### src/rtl/mem_access_unit.sv
// mem_access_unit: CPU-side load/store initiator for the BRAM controller data port.
// Takes one request at a time, aligns byte/halfword lanes, splits word-crossing
// accesses into two transactions and returns a one-cycle response pulse.
module mem_access_unit #(
  parameter int ADRS_W      = 16,
  parameter bit ALLOW_SPLIT = 1'b1
) (
  input  logic              clk_cpu,
  input  logic              reset,
  input  logic              req_valid,
  output logic              req_ready,
  input  logic              req_store,
  input  logic [1:0]        req_width,
  input  logic              req_sign,
  input  logic [31:0]       req_adrs,
  input  logic [31:0]       req_data,
  output logic              resp_valid,
  output logic [31:0]       resp_data,
  output logic              resp_err,
  output logic              mem_req,
  output logic              mem_we,
  output logic [ADRS_W-1:0] mem_adrs,
  output logic [3:0]        mem_be,
  output logic [31:0]       mem_wdata,
  input  logic              mem_ack,
  input  logic [31:0]       mem_rdata
);

  typedef enum logic [1:0] {
    IDLE = 2'd0,
    REQ0 = 2'd1,
    REQ1 = 2'd2,
    DONE = 2'd3
  } state_t;

  // Lane mask for an access of the given width starting at lane 0.
  function automatic logic [3:0] width_mask(input logic [1:0] width);
    logic [3:0] mask;
    case (width)
      2'b00:   mask = 4'b1111;
      2'b01:   mask = 4'b0011;
      2'b10:   mask = 4'b0001;
      default: mask = 4'b0000;
    endcase
    return mask;
  endfunction

  // Sign/zero extension of a right-aligned load value.
  function automatic logic [31:0] extend_load(input logic [31:0] raw,
                                              input logic [1:0]  width,
                                              input logic        sign);
    logic [31:0] ext;
    case (width)
      2'b01:   ext = {{16{sign & raw[15]}}, raw[15:0]};
      2'b10:   ext = {{24{sign & raw[7]}}, raw[7:0]};
      default: ext = raw;
    endcase
    return ext;
  endfunction

  state_t              state_r;
  logic                req_ready_r;
  logic                resp_valid_r;
  logic                resp_err_r;
  logic [31:0]         resp_data_r;
  logic                mem_req_r;
  logic                mem_we_r;
  logic [ADRS_W-1:0]   mem_adrs_r;
  logic [3:0]          mem_be_r;
  logic [31:0]         mem_wdata_r;
  logic                store_r;
  logic [1:0]          width_r;
  logic                sign_r;
  logic [1:0]          off_r;
  logic                cross_r;
  logic [3:0]          be_hi_r;
  logic [31:0]         wdata_hi_r;
  logic [31:0]         load_lo_r;

  logic [1:0]          off_s;
  logic [7:0]          be_wide_s;
  logic [63:0]         wdata_wide_s;
  logic                cross_s;
  logic                reject_s;
  logic [1:0]          hi_shift_s;
  logic [31:0]         first_lanes_s;
  logic [31:0]         raw_s;
  logic [31:0]         load_s;
  logic                unused_adrs_s;

  assign unused_adrs_s = ^req_adrs[31:ADRS_W+2];

  // Request decode (lanes, shifted data, crossing) and load assembly from mem_rdata.
  always_comb begin
    off_s         = req_adrs[1:0];
    be_wide_s     = {4'b0000, width_mask(req_width)} << off_s;
    wdata_wide_s  = {32'h0000_0000, req_data} << {off_s, 3'b000};
    cross_s       = |be_wide_s[7:4];
    reject_s      = (req_width == 2'b11) || (cross_s && (ALLOW_SPLIT == 1'b0));
    // Second word's bytes land above the (4 - off) bytes taken from the first word.
    hi_shift_s    = 2'd0 - off_r;
    first_lanes_s = mem_rdata >> {off_r, 3'b000};
    if (state_r == REQ1) begin
      raw_s = load_lo_r | (mem_rdata << {hi_shift_s, 3'b000});
    end else begin
      raw_s = first_lanes_s;
    end
    if (store_r) begin
      load_s = 32'h0000_0000;
    end else begin
      load_s = extend_load(raw_s, width_r, sign_r);
    end
  end

  // Main FSM: request capture, memory handshake sequencing and registered outputs.
  always_ff @(posedge clk_cpu) begin
    if (!reset) begin
      state_r      <= IDLE;
      req_ready_r  <= 1'b0;
      resp_valid_r <= 1'b0;
      resp_err_r   <= 1'b0;
      resp_data_r  <= 32'h0000_0000;
      mem_req_r    <= 1'b0;
      mem_we_r     <= 1'b0;
      mem_adrs_r   <= '0;
      mem_be_r     <= 4'b0000;
      mem_wdata_r  <= 32'h0000_0000;
      store_r      <= 1'b0;
      width_r      <= 2'b00;
      sign_r       <= 1'b0;
      off_r        <= 2'b00;
      cross_r      <= 1'b0;
      be_hi_r      <= 4'b0000;
      wdata_hi_r   <= 32'h0000_0000;
      load_lo_r    <= 32'h0000_0000;
    end else begin
      case (state_r)
        IDLE: begin
          if (req_valid && req_ready_r) begin
            req_ready_r <= 1'b0;
            store_r     <= req_store;
            width_r     <= req_width;
            sign_r      <= req_sign;
            off_r       <= off_s;
            cross_r     <= cross_s;
            be_hi_r     <= be_wide_s[7:4];
            wdata_hi_r  <= wdata_wide_s[63:32];
            if (reject_s) begin
              state_r      <= DONE;
              resp_valid_r <= 1'b1;
              resp_err_r   <= 1'b1;
              resp_data_r  <= 32'h0000_0000;
            end else begin
              state_r     <= REQ0;
              mem_req_r   <= 1'b1;
              mem_we_r    <= req_store;
              mem_adrs_r  <= req_adrs[ADRS_W+1:2];
              mem_be_r    <= be_wide_s[3:0];
              mem_wdata_r <= wdata_wide_s[31:0];
            end
          end else begin
            req_ready_r <= 1'b1;
          end
        end
        REQ0: begin
          if (mem_ack && cross_r) begin
            // Second transaction follows immediately at the next word (wraps).
            state_r     <= REQ1;
            load_lo_r   <= first_lanes_s;
            mem_adrs_r  <= mem_adrs_r + ADRS_W'(1'b1);
            mem_be_r    <= be_hi_r;
            mem_wdata_r <= wdata_hi_r;
          end else if (mem_ack) begin
            state_r      <= DONE;
            resp_valid_r <= 1'b1;
            resp_data_r  <= load_s;
            mem_req_r    <= 1'b0;
            mem_we_r     <= 1'b0;
            mem_be_r     <= 4'b0000;
            mem_wdata_r  <= 32'h0000_0000;
          end else begin
            state_r <= REQ0;
          end
        end
        REQ1: begin
          if (mem_ack) begin
            state_r      <= DONE;
            resp_valid_r <= 1'b1;
            resp_data_r  <= load_s;
            mem_req_r    <= 1'b0;
            mem_we_r     <= 1'b0;
            mem_be_r     <= 4'b0000;
            mem_wdata_r  <= 32'h0000_0000;
          end else begin
            state_r <= REQ1;
          end
        end
        DONE: begin
          state_r      <= IDLE;
          resp_valid_r <= 1'b0;
          resp_err_r   <= 1'b0;
          resp_data_r  <= 32'h0000_0000;
          req_ready_r  <= 1'b1;
        end
        default: begin
          state_r <= IDLE;
        end
      endcase
    end
  end

  assign req_ready  = req_ready_r;
  assign resp_valid = resp_valid_r;
  assign resp_err   = resp_err_r;
  assign resp_data  = resp_data_r;
  assign mem_req    = mem_req_r;
  assign mem_we     = mem_we_r;
  assign mem_adrs   = mem_adrs_r;
  assign mem_be     = mem_be_r;
  assign mem_wdata  = mem_wdata_r;

endmodule

### config.mk
export PLATFORM = sky130hd
export DESIGN_NAME = mem_access_unit
export DESIGN_NICKNAME = d
export VERILOG_FILES = /design/src/rtl/mem_access_unit.sv
export SDC_FILE = /design/constraint.sdc
export NUM_CORES = 1
export LEC_CHECK = 0
export CORE_MARGIN = 3
export CORE_UTILIZATION = 40
export CTS_CLUSTER_SIZE = 28
export DETAILED_ROUTE_END_ITERATION = 7
export GPL_ROUTABILITY_DRIVEN = 0
export GPL_TIMING_DRIVEN = 0
export PLACE_DENSITY = 0.69
export SLEW_MARGIN = 20
export SYNTH_ARGS = -nofsm -noshare
export SYNTH_HDL_FRONTEND = slang
export SYNTH_SLANG_ARGS = --single-unit
### constraint.sdc
create_clock -name clk_cpu -period 2 [get_ports clk_cpu]
set_input_delay 0.4 -clock clk_cpu [delete_from_list [all_inputs] [get_ports clk_cpu]]
set_output_delay 0.4 -clock clk_cpu [all_outputs]
set_load 0.02 [all_outputs]
==> notes.org, run 1 <==
* Flow results

** Placement
- Buffers placed on the I/O ports in this run total roughly 180.
- Number of placed instances with taps included :: 1,495
- The HPWL after detailed placement is 23,100 um.

** Critical path
- Critical path data required time :: 2.32 ns
- Biggest cell delay along the critical path :: 0.57 ns
- Worst-case reg-to-reg path depth :: 9
- STA classifies the critical path startpoint as an input port.

** Floorplan
- The floorplan step defined a die boundary enclosing 0.0237 mm^2.
- According to the I/O placement log, the pin count is between 150 and 200.
- Tap insertion was completed with between 200 and 300 tapcells.
- Floorplan die width :: between 150 and 200 um
- The floorplan step defined a core boundary enclosing 0.0213 mm^2.

** Power
- Summing internal, switching and leakage power gives ~13,000 uW.
- Power per standard cell area :: 1100 mW/mm^2

** Finish
- The final layout report lists a non-clock buffer count of 281.
- After the flow finishes, the layout carries non-filler instances totaling between 1,500 and 2,000.
- Clock cells make up 5.50% of the layout cell area.
- Antenna diode count :: 0
- In the final layout, flip-flops and latches occupy 0.00315 mm^2.
- Top class by area :: logic gates
- For the completed layout, the total cell area is recorded as about 0.012 mm^2.
- Logic share of the area :: 44.1%
- Number of multi-input logic gates :: between 700 and 800
- There are 157 flip-flops and latches.

** Run
- Across the run, the number of max-cap violations was 0.
- Log Warnings :: 44

** Synth
- The post-synth count of flops with an enable pin is 0.
- Adder-cell share of the synthesized area :: 1.00%
- Multiplexer cells account for 7.99% of the synthesized area.
- Ys Warns :: 0
- Simple-Gate Area Share :: 21.4%
- After synthesis the cells add up to 0.00875 mm^2.
- Instance tally after logic synthesis :: about 1,000
- In the Yosys report, the sequential cells make up roughly 36% of the chip area.

** Global routing
- Entering global routing, the biggest net connects 17 pins.

** Drt
- Number of optimization iterations in the first detailed-route pass :: 5
- The script parses the final routing iteration and logs DRC violations as 0.
- Antenna-violating nets left :: 0

** Clock network
- TritonCTS created 17 clock buffers.
- For reference, the clock transition at the flip-flops on the worst setup and hold paths is roughly 0.070 ns.
- The clock drives 157 sinks.
- H-tree depth reported by CTS :: 4
- Maximum clock insertion buffer count :: 2
- Clock insertion delay at the later pin of the skew report :: 0.44 ns
- TritonCTS built the clock tree.

** Timing
- Pins over their slew limit :: 0
- The most critical hold endpoint after final layout shows a slack of 0.321 ns.
- The transition time recorded at the tightest slew-check pin is 0.669 ns.
- Final Skew :: 0.0138 ns

** Run status
- The run finished with clean final reports.
-- run 1: cell usage in the layout, fill, tap and decap left out, types with 8 or more instances in the layout --
master	n
inv_1	10
clkbuf_1	26
clkbuf_2	9
buf_4	26
dfxtp_1	155
nor2b_1	38
mux2_2	16
nand3_1	43
nor3b_1	24
a22o_1	20
a21boi_0	56
o211ai_1	15
a221oi_1	8
nand2b_1	11
o2bb2ai_1	11
a21o_1	8
mux2i_1	47
nand3b_1	19
a22oi_1	27
nand2_1	137
a21oi_1	42
buf_2	17
o21ai_0	51
buf_6	11
a32o_1	18
a2bb2oi_1	9
nor2_1	57
clkdlybuf4s50_1	172
clkbuf_16	17
clkbuf_4	11
-- run 1: routing by layer --
metal	vias to the layer above	global-route usage [%]	wire length, um
met2	443	39.2	14100
met1	4253	34.2	13500
met4	2	9.71	1100
met3	89	6.39	2650
li1	4231	-	-
met5	-	0	13
-- run 1: sequential cells by signal, summed over array words and instances (netlist names), 2 cells and up --
signal and flops:
be_hi_r 3, mem_be 4, wdata_hi_r 24, mem_wdata 32
load_lo_r 32, resp_data 32, width_r 2, off_r 2
state_r 2, mem_adrs 16
-- run 1: cells by family after synthesis --
logic type      Yosys count
simple gates            373
compound gates          332
flops                   157
buf+inv                 107
fa+ha+maj                 7
mux                      67
-- run 1: cell usage after synthesis, types with 12 or more instances --
master    count  share of area (%)
a21boi_0     56                4.8
a21oi_1      43                2.5
a22o_1       20                2.0
a22oi_1      27                2.3
a32o_1       18                2.1
buf_2        36                2.1
clkbuf_1     41                1.8
dfxtp_1     157                 36
inv_1        12               0.51
mux2_2       16                2.1
mux2i_1      47                5.4
nand2_1     137                5.9
nand3_1      43                2.5
nand3b_1     19                1.6
nor2_1       59                2.5
nor2b_1      38                2.7
nor3b_1      24                2.1
o211ai_1     15                1.3
o21ai_0      51                2.9
-- run 1: final timing paths --
kind	slack [ns]	end	startpoint
setup reg to reg	0.07	mem_be[2]	state_r[0]
hold reg to reg	0.45	resp_valid	resp_valid
hold / removal	0.32	width_r[1]	req_width[1]
setup / recovery	0.03	mem_wdata[24]	req_adrs[0]
-- run 1: timing repair --
| action | CTS | global route |
|---|---|---|
| endpoints found under the hold margin | 0 | 0 |
| endpoints found under the setup margin | 129 | 129 |
| resized | 45 | 44 |
| buffers inserted | 1 | 11 |
| cloned | 1 | 0 |
| pin swaps | 3 | 7 |
-- run 1: critical path, delay by kind of cell --
kind                   cells  cell delay (ns)
buffers and inverters      3             1.11
AND-OR/OR-AND              2             0.41
multiplexers               1             0.37
-- run 1: metrics by stage --
step	setup TNS [ns]	utilization, %
after global routing	-0.0234	55.9
after floorplan	0	-
after detailed placement	-52.91	51.1
after CTS	0	54.8
final	0	55.9
after global placement	-51.15	51.1
-- run 1: power by group --
group          total, uW  internal [uW]  leakage [uW]  switching (uW)
clock network       3660           2190      0.000315            1470
registers           3900           3560       0.00127             340
logic               5480           2310       0.00274            3180
total              13000           8060       0.00433            4980
run_1/m1.png
Supply wires on this layer in gray.
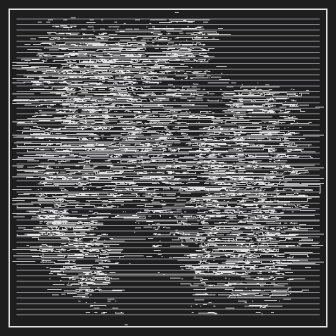
share of all routed wire: 43%
main direction: horizontal
total length of routed wires: 31,400 um
met1 demand-to-capacity share in global routing: 34.2%
total number of vias: 9,018

run_1/m2.png
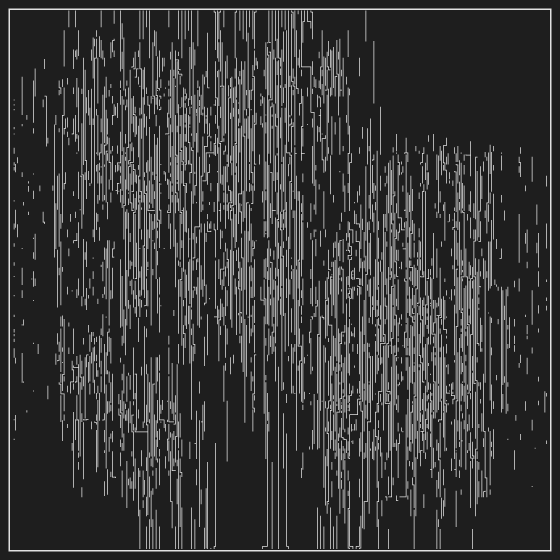
share of all routed wire: 45%
main direction: vertical
wire length on this layer: 14,100 um
longest straight run: 52.4 um
Global Route met2 Usage: 39.2%

run_1/m3.png
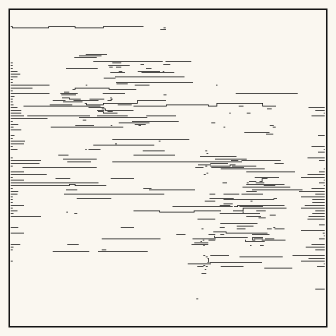
wire length on this layer: 2,650 um
longest straight run: 63.0 um
met3 demand-to-capacity share in global routing: 6.39%

run_1/m4.png
The bar under the picture is 50 um long. Supply wires on this layer in gray.
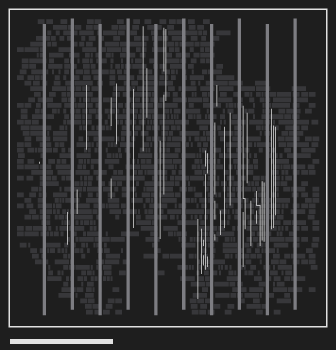

==> run 2, diff against run 1 <==
--- a/config.mk
+++ b/config.mk
@@ -5,13 +5,14 @@
 export SDC_FILE = /design/constraint.sdc
 export NUM_CORES = 1
 export LEC_CHECK = 0
-export CORE_MARGIN = 3
+export CORE_MARGIN = 1.5
 export CORE_UTILIZATION = 40
 export CTS_CLUSTER_SIZE = 28
 export DETAILED_ROUTE_END_ITERATION = 7
 export GPL_ROUTABILITY_DRIVEN = 0
 export GPL_TIMING_DRIVEN = 0
 export PLACE_DENSITY = 0.69
+export SETUP_SLACK_MARGIN = 0.4
 export SLEW_MARGIN = 20
 export SYNTH_ARGS = -nofsm -noshare
 export SYNTH_HDL_FRONTEND = slang
run_2/m4.png
The bar under the picture is 50 um long. Supply wires on this layer in gray.
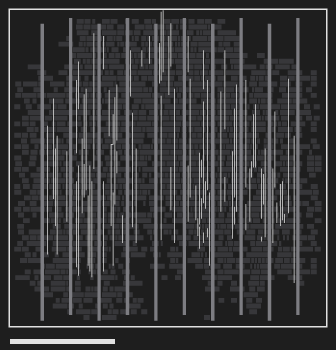
longest straight run: 73.4 um
main direction: vertical
nets with wire on the layer: 68
share of all routed wire: 6.6%
wire length on this layer: 2,520 um
total length of routed wires: 38,000 um
total number of vias: 10,136

run_2/m1.png
Supply wires on this layer in gray.
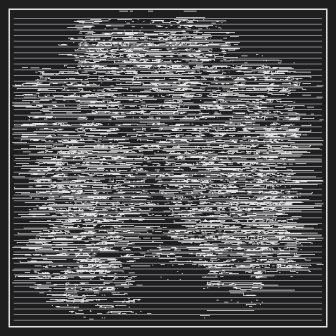
share of all routed wire: 38%
nets with wire on the layer: 1,317
wire length on this layer: 14,400 um
longest straight run: 40.9 um
met1 demand-to-capacity share in global routing: 39.4%

==> notes.org, run 2 <==
* Flow results

** Synth
- Number of enable flip-flop cells :: 0
- Counting every instance in the synthesized netlist gives 1,043.
- The warning tally printed by Yosys for this design is 0.
- The most frequently used library cell after synthesis is dfxtp_1.
- The cell type that accounts for the most area after synthesis is dfxtp_1.
- Top post-synthesis cells by count :: dfxtp_1, nand2_1, nor2_1, a21boi_0, o21ai_0
- Summing the sequential cell areas from Yosys gives 35.9% of the chip area.
- Summing every instance area after synthesis gives 0.00875 mm^2.
- Summed over its instances, the top area cell type makes up 35.9% of the synthesized netlist area.
- Largest cells by area after synthesis :: dfxtp_1, nand2_1, mux2i_1

** Clock network
- CTS reports a maximum clock tree buffer depth of 2.
- TritonCTS clock tree :: built
- Clock tree synthesis found a total of 157 sinks.
- Clock insertion delay at the later pin of the skew report :: 0.45 ns
- CTS added clock buffers totalling 17.
- Looking at the worst setup and hold paths, the clock pins of their registers show a slew of 0.07 ns.
- H-tree depth reported by CTS :: 4

** Power
- Of the total power, registers draw 25.4%.
- Switching power of the nets :: ~6300 uW
- Combinational logic burns 52.9% of the power.
- The internal portion of the total power is 9370 uW.
- Share of total power consumed by net switching :: 40.1%

** Timing
- At the pin with the least slew margin, the transition time is 0.685 ns.
- Worst hold slack :: 0.233 ns

** Drt
- Number of optimization iterations in the first detailed-route pass :: 6
- Antenna-violating nets left :: 0

** Placement
- For this run the detailed placement stage logged an HPWL of around 23,000 um.

** Global routing
- Entering global routing, the biggest net connects 17 pins.
- Met3 demand-to-capacity share in global routing :: approximately 7.1%
- Global routing put the most usage on met2.

** Floorplan
- Per the OpenROAD floorplan log, the area of the core is 0.0212 mm^2.
- around 190 I/O pins were placed.
- Floorplan die width :: 151 um

** Run status
- The flow ran to the end, and the final reports show no timing, DRC or antenna violations.

** Critical path
- Critical path data required time :: 2.38 ns

** Run
- OpenROAD emitted warnings numbering 47.
- Max Cap Viol :: 0
run_2/m2.png
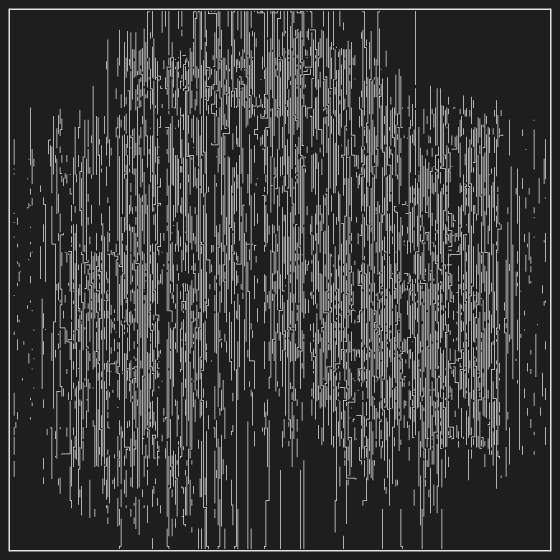
longest straight run: 70.9 um
share of all routed wire: 46%
wire length on this layer: 17,400 um
Global Route met2 Usage: 50.5%

-- run 2: path summary, 6_finish.rpt --
| check | start | end | slack, ns | cells after the start |
|---|---|---|---|---|
| worst min-delay path | req_width[1] | width_r[1] | 0.23 | 3 |
| worst max-delay path | state_r[0] | mem_we | 0.01 | 9 |
| worst max register to register | state_r[0] | mem_we | 0.01 | 9 |
| worst min register to register | load_lo_r[0] | load_lo_r[0] | 0.45 | 2 |
-- run 2: worst max-delay path, stage by stage (launching register included) --
cell and delay, ns:
dfxtp_4 0.38, inv_4 0.05, ha_4 0.31, clkinvlp_4 0.18
o2bb2ai_4 0.27, buf_12 0.15, buf_12 0.14, nand4_1 0.11
a21boi_2 0.18, nor2b_1 0.13
-- run 2: power groups by stage --
stage	logic (uW)	registers [uW]	clock network (uW)
global route	8610	4030	3500
finish	8280	3980	3390
floorplan	2870	4300	0
CTS	7180	3920	3370
global placement	5100	3970	0
detailed placement	5120	3970	0
-- run 2: metrics by stage --
stage | utilization [%] | total power [uW] | std cells | setup slack [ns] | cell area (um^2)
floorplan | - | 7160 | 1043 | 0.336 | 8940
global placement | 52.1 | 9070 | 1495 | -0.655 | 11100
detailed placement | 52.1 | 9080 | 1495 | -0.664 | 11100
CTS | 63.9 | 14500 | 1612 | 0.153 | 13600
global route | 67.5 | 16100 | 1633 | -0.0678 | 14300
finish | 67.5 | 15600 | 1634 | 0.0145 | 14300
-- run 2: cell type report --
type                       instances  area [um^2]  share of cell area, %
antenna                            1         2.50                 0.0175
buffer                            95          975                   6.81
timing repair buffer             281         2980                   20.8
multi-input combinational        782         6210                   43.4
clock buffer                      18          429                   3.00
clock inverter                    13          156                   1.09
sequential                       157         3170                   22.1
tap                              275          344                   2.40
inverter                          12         58.8                  0.411
-- run 2: cell families after synthesis --
group	Yosys count	synth area share (%)
AOI/OAI and AO/OA	332	27.9
adders and majority gates	7	1.00
buffers and inverters	107	5.87
DFF	157	35.9
muxes	67	7.99
and+or+nand+nor	373	21.4
-- run 2: per-layer routing --
metal | vias to the layer above | part of all wire (%)
li1 | 4435 | -
met1 | 4831 | 38
met2 | 693 | 46
met3 | 177 | 9.7
met4 | 0 | 6.6
met5 | - | 0
-- run 2: timing repair --
action	CTS	global route
hold endpoints to repair	0	0
endpoints found under the setup margin	244	171
resized	428	203
gates cloned	21	3
buffers inserted	65	18
pin swaps	81	70
hold buffers	0	0
Power and IR drop assume default switching activity.
